Fig. 1: register map, names as in the netlist
Scale: 8 px per um. Other sequential cells in the stronger gray, the rest of the logic in the fainter gray.
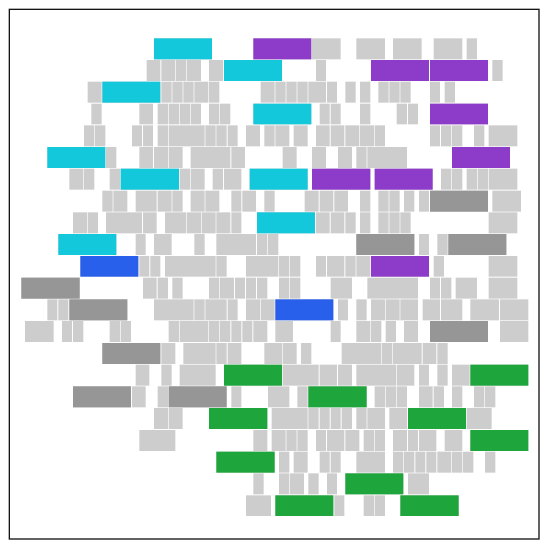
Fig. 2: routing congestion
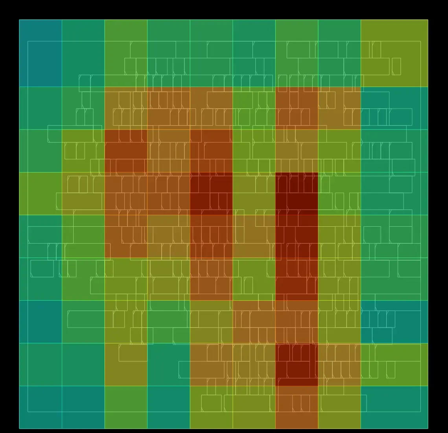
Fig. 3: clock network drawn from the DEF
Scale: 8 px per um.
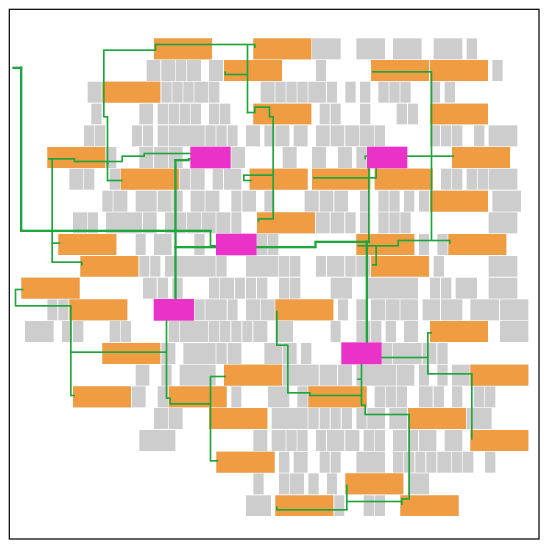
Fig. 4: power grid
Scale: 6 px per um. Pins as bars on the die edge.
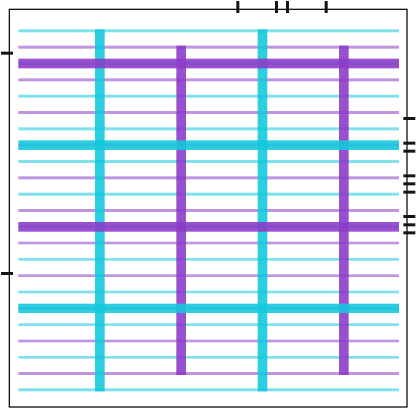
Fig. 5: cell classes on the final placement
Scale: 8 px per um. Fill, decap, tap and diode cells in gray.
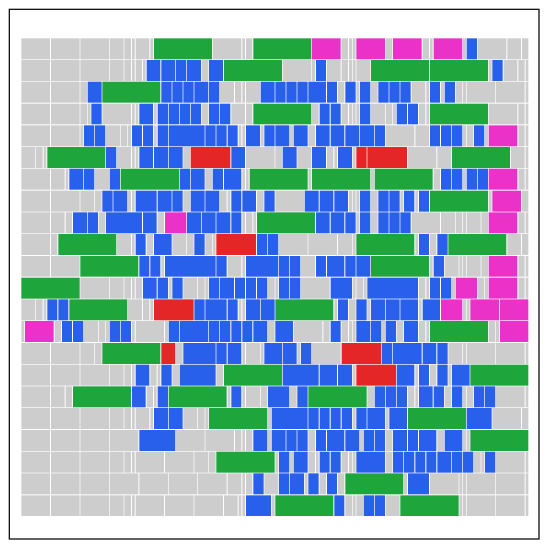
==> src/rtl/pwm_capture.sv <==
// pwm_capture
// -----------
// Receive-side decoder for a fixed-period PWM waveform. Recovers the level
// value (number of high cycles per 2^LEVEL_WIDTH-cycle period) of the
// generator that drove pwm_in. Reports one registered sample per period and
// flags wrong periods and lines stuck low or high.
//
// Parameters
//   LEVEL_WIDTH    width of the recovered level; nominal period P_NOM = 2^LEVEL_WIDTH
//   INVERTED_INPUT invert pwm_in after synchronisation (inverted-output generator)
//   SYNC_STAGES    synchroniser depth on pwm_in (>= 2)
//
// Ports
//   clk         clock, all logic on the rising edge
//   reset       synchronous, active-high
//   pwm_in      PWM input, asynchronous to clk
//   level       last recovered level, held between updates
//   valid       one-cycle pulse, level/period_err updated in the same cycle
//   locked      high while the last measured period equalled P_NOM
//   period_err  registered with each valid; high if the period differed from P_NOM
//   stuck_high  high while the line is idle at the high level
module pwm_capture #(
    parameter int unsigned LEVEL_WIDTH    = 8,
    parameter bit          INVERTED_INPUT = 1'b0,
    parameter int unsigned SYNC_STAGES    = 2
) (
    input  logic                   clk,
    input  logic                   reset,
    input  logic                   pwm_in,
    output logic [LEVEL_WIDTH-1:0] level,
    output logic                   valid,
    output logic                   locked,
    output logic                   period_err,
    output logic                   stuck_high
);

    localparam int unsigned PW = LEVEL_WIDTH + 2;   // period counter width
    localparam int unsigned HW = LEVEL_WIDTH + 1;   // high counter width
    localparam int unsigned WW = $clog2(SYNC_STAGES + 2);

    localparam logic [PW-1:0] P_ONE   = {{(PW-1){1'b0}}, 1'b1};
    localparam logic [PW-1:0] P_NOM   = P_ONE << LEVEL_WIDTH;
    localparam logic [PW-1:0] TIMEOUT = P_ONE << (LEVEL_WIDTH + 1);
    localparam logic [HW-1:0] H_ONE   = {{(HW-1){1'b0}}, 1'b1};
    localparam logic [HW-1:0] H_MAX   = {HW{1'b1}};
    localparam logic [LEVEL_WIDTH-1:0] LEVEL_MAX = {LEVEL_WIDTH{1'b1}};

    // Warm-up milestones after reset release: counting starts once the
    // synchroniser has flushed its reset zeros, edge detection one cycle
    // later once s_d_reg also holds a genuine sample.
    localparam logic [WW-1:0] WARM_COUNT = WW'(SYNC_STAGES);
    localparam logic [WW-1:0] WARM_EDGE  = WW'(SYNC_STAGES + 1);

    typedef enum logic [1:0] {
        SEARCH,
        MEASURE,
        IDLE_LOW,
        IDLE_HIGH
    } state_t;

    state_t                 state_reg;
    logic [SYNC_STAGES-1:0] sync_reg;
    logic                   s;
    logic                   s_d_reg;
    logic                   rise;
    logic [WW-1:0]          warm_reg;
    logic                   count_en;
    logic                   edge_en;
    logic [PW-1:0]          period_cnt_reg;
    logic [HW-1:0]          high_cnt_reg;
    logic [LEVEL_WIDTH-1:0] high_level;

    // ------------------------------------------------------------------
    // Input conditioning
    // ------------------------------------------------------------------
    always_ff @(posedge clk) begin
        if (reset) begin
            sync_reg <= '0;
            s_d_reg  <= 1'b0;
        end else begin
            sync_reg <= {sync_reg[SYNC_STAGES-2:0], pwm_in};
            s_d_reg  <= s;
        end
    end

    assign s = sync_reg[SYNC_STAGES-1] ^ INVERTED_INPUT;

    // While the synchroniser still holds reset zeros, s can show a transition
    // that never happened on the pin (e.g. a line held high through reset, or
    // the inverted decode). Such a fake rise would start a bogus measurement,
    // so edges are ignored until the pipeline carries real samples.
    always_ff @(posedge clk) begin
        if (reset) begin
            warm_reg <= '0;
        end else if (warm_reg != WARM_EDGE) begin
            warm_reg <= warm_reg + 1'b1;
        end
    end

    assign count_en = (warm_reg >= WARM_COUNT);
    assign edge_en  = (warm_reg == WARM_EDGE);
    assign rise     = s & ~s_d_reg & edge_en;

    // A high count of P_NOM or more only occurs on an over-long interval;
    // report it as all-ones rather than letting it wrap.
    assign high_level = high_cnt_reg[LEVEL_WIDTH] ? LEVEL_MAX
                                                  : high_cnt_reg[LEVEL_WIDTH-1:0];

    // ------------------------------------------------------------------
    // Measurement state machine, all outputs registered
    // ------------------------------------------------------------------
    always_ff @(posedge clk) begin
        if (reset) begin
            state_reg      <= SEARCH;
            period_cnt_reg <= '0;
            high_cnt_reg   <= '0;
            level          <= '0;
            valid          <= 1'b0;
            locked         <= 1'b0;
            period_err     <= 1'b0;
            stuck_high     <= 1'b0;
        end else begin
            valid <= 1'b0;

            case (state_reg)
                SEARCH, MEASURE: begin
                    if (!count_en) begin
                        // synchroniser still flushing; hold everything
                    end else if (rise) begin
                        // A rise always wins over a coincident timeout. The
                        // interval closed by the first rise out of SEARCH is
                        // partial, so only MEASURE reports.
                        if (state_reg == MEASURE) begin
                            valid      <= 1'b1;
                            level      <= high_level;
                            period_err <= (period_cnt_reg != P_NOM);
                            locked     <= (period_cnt_reg == P_NOM);
                        end
                        period_cnt_reg <= P_ONE;
                        high_cnt_reg   <= H_ONE;
                        state_reg      <= MEASURE;
                    end else if (period_cnt_reg == TIMEOUT) begin
                        // No rise for two nominal periods: the line is stuck
                        // at its current level. Report it immediately; the
                        // idle state repeats the report every P_NOM cycles.
                        state_reg      <= s ? IDLE_HIGH : IDLE_LOW;
                        valid          <= 1'b1;
                        level          <= s ? LEVEL_MAX : '0;
                        period_err     <= 1'b1;
                        locked         <= 1'b0;
                        stuck_high     <= s;
                        period_cnt_reg <= P_ONE;
                        high_cnt_reg   <= '0;
                    end else begin
                        period_cnt_reg <= period_cnt_reg + 1'b1;
                        if (state_reg == MEASURE && s && high_cnt_reg != H_MAX) begin
                            high_cnt_reg <= high_cnt_reg + 1'b1;
                        end
                    end
                end

                IDLE_LOW, IDLE_HIGH: begin
                    // period_cnt_reg doubles as the idle report interval timer.
                    if (rise) begin
                        state_reg      <= MEASURE;
                        period_cnt_reg <= P_ONE;
                        high_cnt_reg   <= H_ONE;
                        stuck_high     <= 1'b0;
                    end else if (period_cnt_reg == P_NOM) begin
                        valid          <= 1'b1;
                        level          <= (state_reg == IDLE_HIGH) ? LEVEL_MAX : '0;
                        period_err     <= 1'b1;
                        locked         <= 1'b0;
                        period_cnt_reg <= P_ONE;
                    end else begin
                        period_cnt_reg <= period_cnt_reg + 1'b1;
                    end
                end

                default: begin
                    state_reg <= SEARCH;
                end
            endcase
        end
    end

endmodule
==> config.mk <==
export PLATFORM = sky130hd
export DESIGN_NAME = pwm_capture
export DESIGN_NICKNAME = d
export VERILOG_FILES = /design/src/rtl/pwm_capture.sv
export SDC_FILE = /design/constraint.sdc
export NUM_CORES = 1
export LEC_CHECK = 0
export ABC_AREA = 1
export CORE_MARGIN = 1
export CORE_UTILIZATION = 50
export CTS_CLUSTER_SIZE = 40
export DETAILED_ROUTE_END_ITERATION = 6
export HOLD_SLACK_MARGIN = 0.12
export PLACE_DENSITY = 0.82
export SYNTH_ARGS = -nofsm -noshare
export SYNTH_HDL_FRONTEND = slang
export SYNTH_SLANG_ARGS = --single-unit
==> constraint.sdc <==
create_clock -name clk -period 2.4 [get_ports clk]
set_input_delay 0.48 -clock clk [delete_from_list [all_inputs] [get_ports clk]]
set_output_delay 0.48 -clock clk [all_outputs]
set_load 0.01 [all_outputs]
==> metrics.sh <==
STATUS='finished, final reports clean'
DIE_AREA_UM2=4360
YS_CELLS=304
CTS-RESIZED-GATES=0
TIMING_WORST_SLEW_PIN_VALUE_NS=0.362
TAP_CELLS=48
FINALCLOCKPERIODUSAGE_PCT=84.2
AREA.SHARE.SEQUENTIAL_PCT=33.0
LOGIC_AREA_UM2=1050
SYNTHTOPCELLSBYAREA='dfxtp_1 37%, nand2_1 13%, inv_1 7.7%'
POWER.LEAKAGE_nW=1.04
SETUP_VIOL_COUNT_FINAL=0
HOLD_BUFFERS=0
POST-CTS-SETUP-BUFFER-COUNT=0
GRT_UTIL_ALL_LAYERS_PCT=21.7
FINAL_CELL_MIX='69 x nand2_1, 42 x inv_1, 42 x nor2_1'
CLKCELLAREAFRAC_PCT=3.96
INVERTERS_EXCL_CLOCK=47
TIMING.CRITICAL_PATH.FROM_TYPE='flop'
WS_PATH_TYPE='flop to flop'
FIN_HOLD_WS_NS=0.408
YS_TOP_LOGIC_FAMILY='simple AND/OR/NAND/NOR gates'
WORSTPATHARRIVAL_NS=2.20
DIODES=0
CTS_MADE_BUFFERS=5
SYNTH.TOP_CELL.AREA_SHARE_PCT=37.1
LOG.WARNING_COUNT=28
MAX_FREQ_MHz=495
WORST_IR_DROP_VDD_mV=0.277
CAP_VIOL_MAX_COUNT=0
VIA_PER_INSTANCE_RATIO=5.14
SYNTH-WARNING-COUNT=0
CRIT_PATH_BUF_INV_COUNT=1
CLKSINKCOUNT=38
POSTSYNTHAREAPERCELL_UM2=6.75
TOP_SIGNAL_LAYER_USED='met4'
SYN_NETS=313
TIMING.MAX_SLEW.REL_SLACK_PCT=75.8
FF_LATCH_AREA_UM2=761
SYNTH-EDFF-COUNT=0
CLOCK_LATENCY_NS=0.29
YS_SEQ_SHARE_PCT=37.1
DIE-HEIGHT_UM=66.0
NUMBER_OF_VIAS_IN_THE_ROUTED_LAYOUT=1897
SLOWEST_STAGE='dfxtp_1'
CLK_PATH_BUF_DEPTH=2
ANTENNA_VIOLATING_NETS_LEFT=0
PLACE.DETAILED.INSTANCES=361
TIMING_HOLD_VIOLATIONS_FINAL=0
SETUP_TNS_NS=0
GRT_START_MAX_NET_PINS=20
XOR_AREA_SHARE_PCT=0.854
HOLD_PATH_CLASS='flop to flop'
FLOORPLAN.IO_PINS=15
FINALWORSTPATHREQUIREDPERIOD_NS=2.02
HTREE_LEVELS=2
DRT_WIRELENGTH_UM=4070
POST-ROUTE-DRC-COUNT=0
FINALWORSTSETUPSLACK_NS=0.380
YS_ASYNC_SR_FRACTION_PCT=0
CRITICAL_PATH.MOST_COMMON_CELL='nand2_1'
FINAL-NONCLK-BUF-SHARE_PCT=7.05
GLOBAL_ROUTE.OVERFLOW_TOTAL=0
BUFFERS_ON_PORTS=14
NON_CLOCK_BUFFER_COUNT=17
RSZ0062_AT_GRT='false'
DR_WL_MET3_UM=182
FINAL_LAYOUT_SIZE_SUFFIX_GT1_SHARE_PCT=8.10
GRT_MOST_USED_LAYER='met2'
Notes on Fig. 1 above:
legend:
  state_reg:
    color: blue
    sequential_cells: 2
  level:
    color: purple
    sequential_cells: 8
    where: top right
  high_cnt_reg:
    color: cyan
    sequential_cells: 9
  period_cnt_reg:
    color: green
    sequential_cells: 10
not colored: 9

Notes on Fig. 2 above:
GR Util met1: 29.8%
final core occ: 60.7%
global-route track usage on met3: 4.14%

Notes on Fig. 3 above:
legend:
  flip-flops:
    color: orange
    count: 38
  clock wires:
    color: green
    length: 466 um
  clock drivers:
    color: magenta
    count: 5
flops lie: widely spread
routed clock nets: 6

Notes on Fig. 4 above:
legend:
  VDD:
    color: purple
  VSS:
    color: cyan
met4 straps: 4
met5 straps: 4

Notes on Fig. 5 above:
legend:
  sequential cells:
    color: green
    cells: 38
    share_of_their_area: 34%
  remaining buffers and delay cells:
    color: magenta
    cells: 17
    share_of_their_area: 7.2%
  clock drivers and dummy loads:
    color: red
    cells: 8
    share_of_their_area: 4.1%
  combinational and other logic:
    color: blue
    cells: 258
    share_of_their_area: 55%

-- final timing paths --
| check | start | end | slack [ns] | depth (start not counted) |
|---|---|---|---|---|
| max | high_cnt_reg[0]$_SDFFE_PP0P_ | high_cnt_reg[4]$_SDFFE_PP0P_ | 0.38 | 13 |
| min | sync_reg[0]$_SDFF_PP0_ | sync_reg[1]$_SDFF_PP0_ | 0.41 | 2 |
| max reg2reg | high_cnt_reg[0]$_SDFFE_PP0P_ | high_cnt_reg[4]$_SDFFE_PP0P_ | 0.38 | 13 |
| min reg2reg | sync_reg[0]$_SDFF_PP0_ | sync_reg[1]$_SDFF_PP0_ | 0.41 | 2 |
-- power breakdown --
part | internal (mW) | leakage (nW) | switching [mW]
logic | 0.0703 | 0.683 | 0.135
registers | 0.652 | 0.308 | 0.0186
clock network | 0.232 | 0.0482 | 0.216
Power figures rest on the tool's default switching activity, not on a simulated workload.
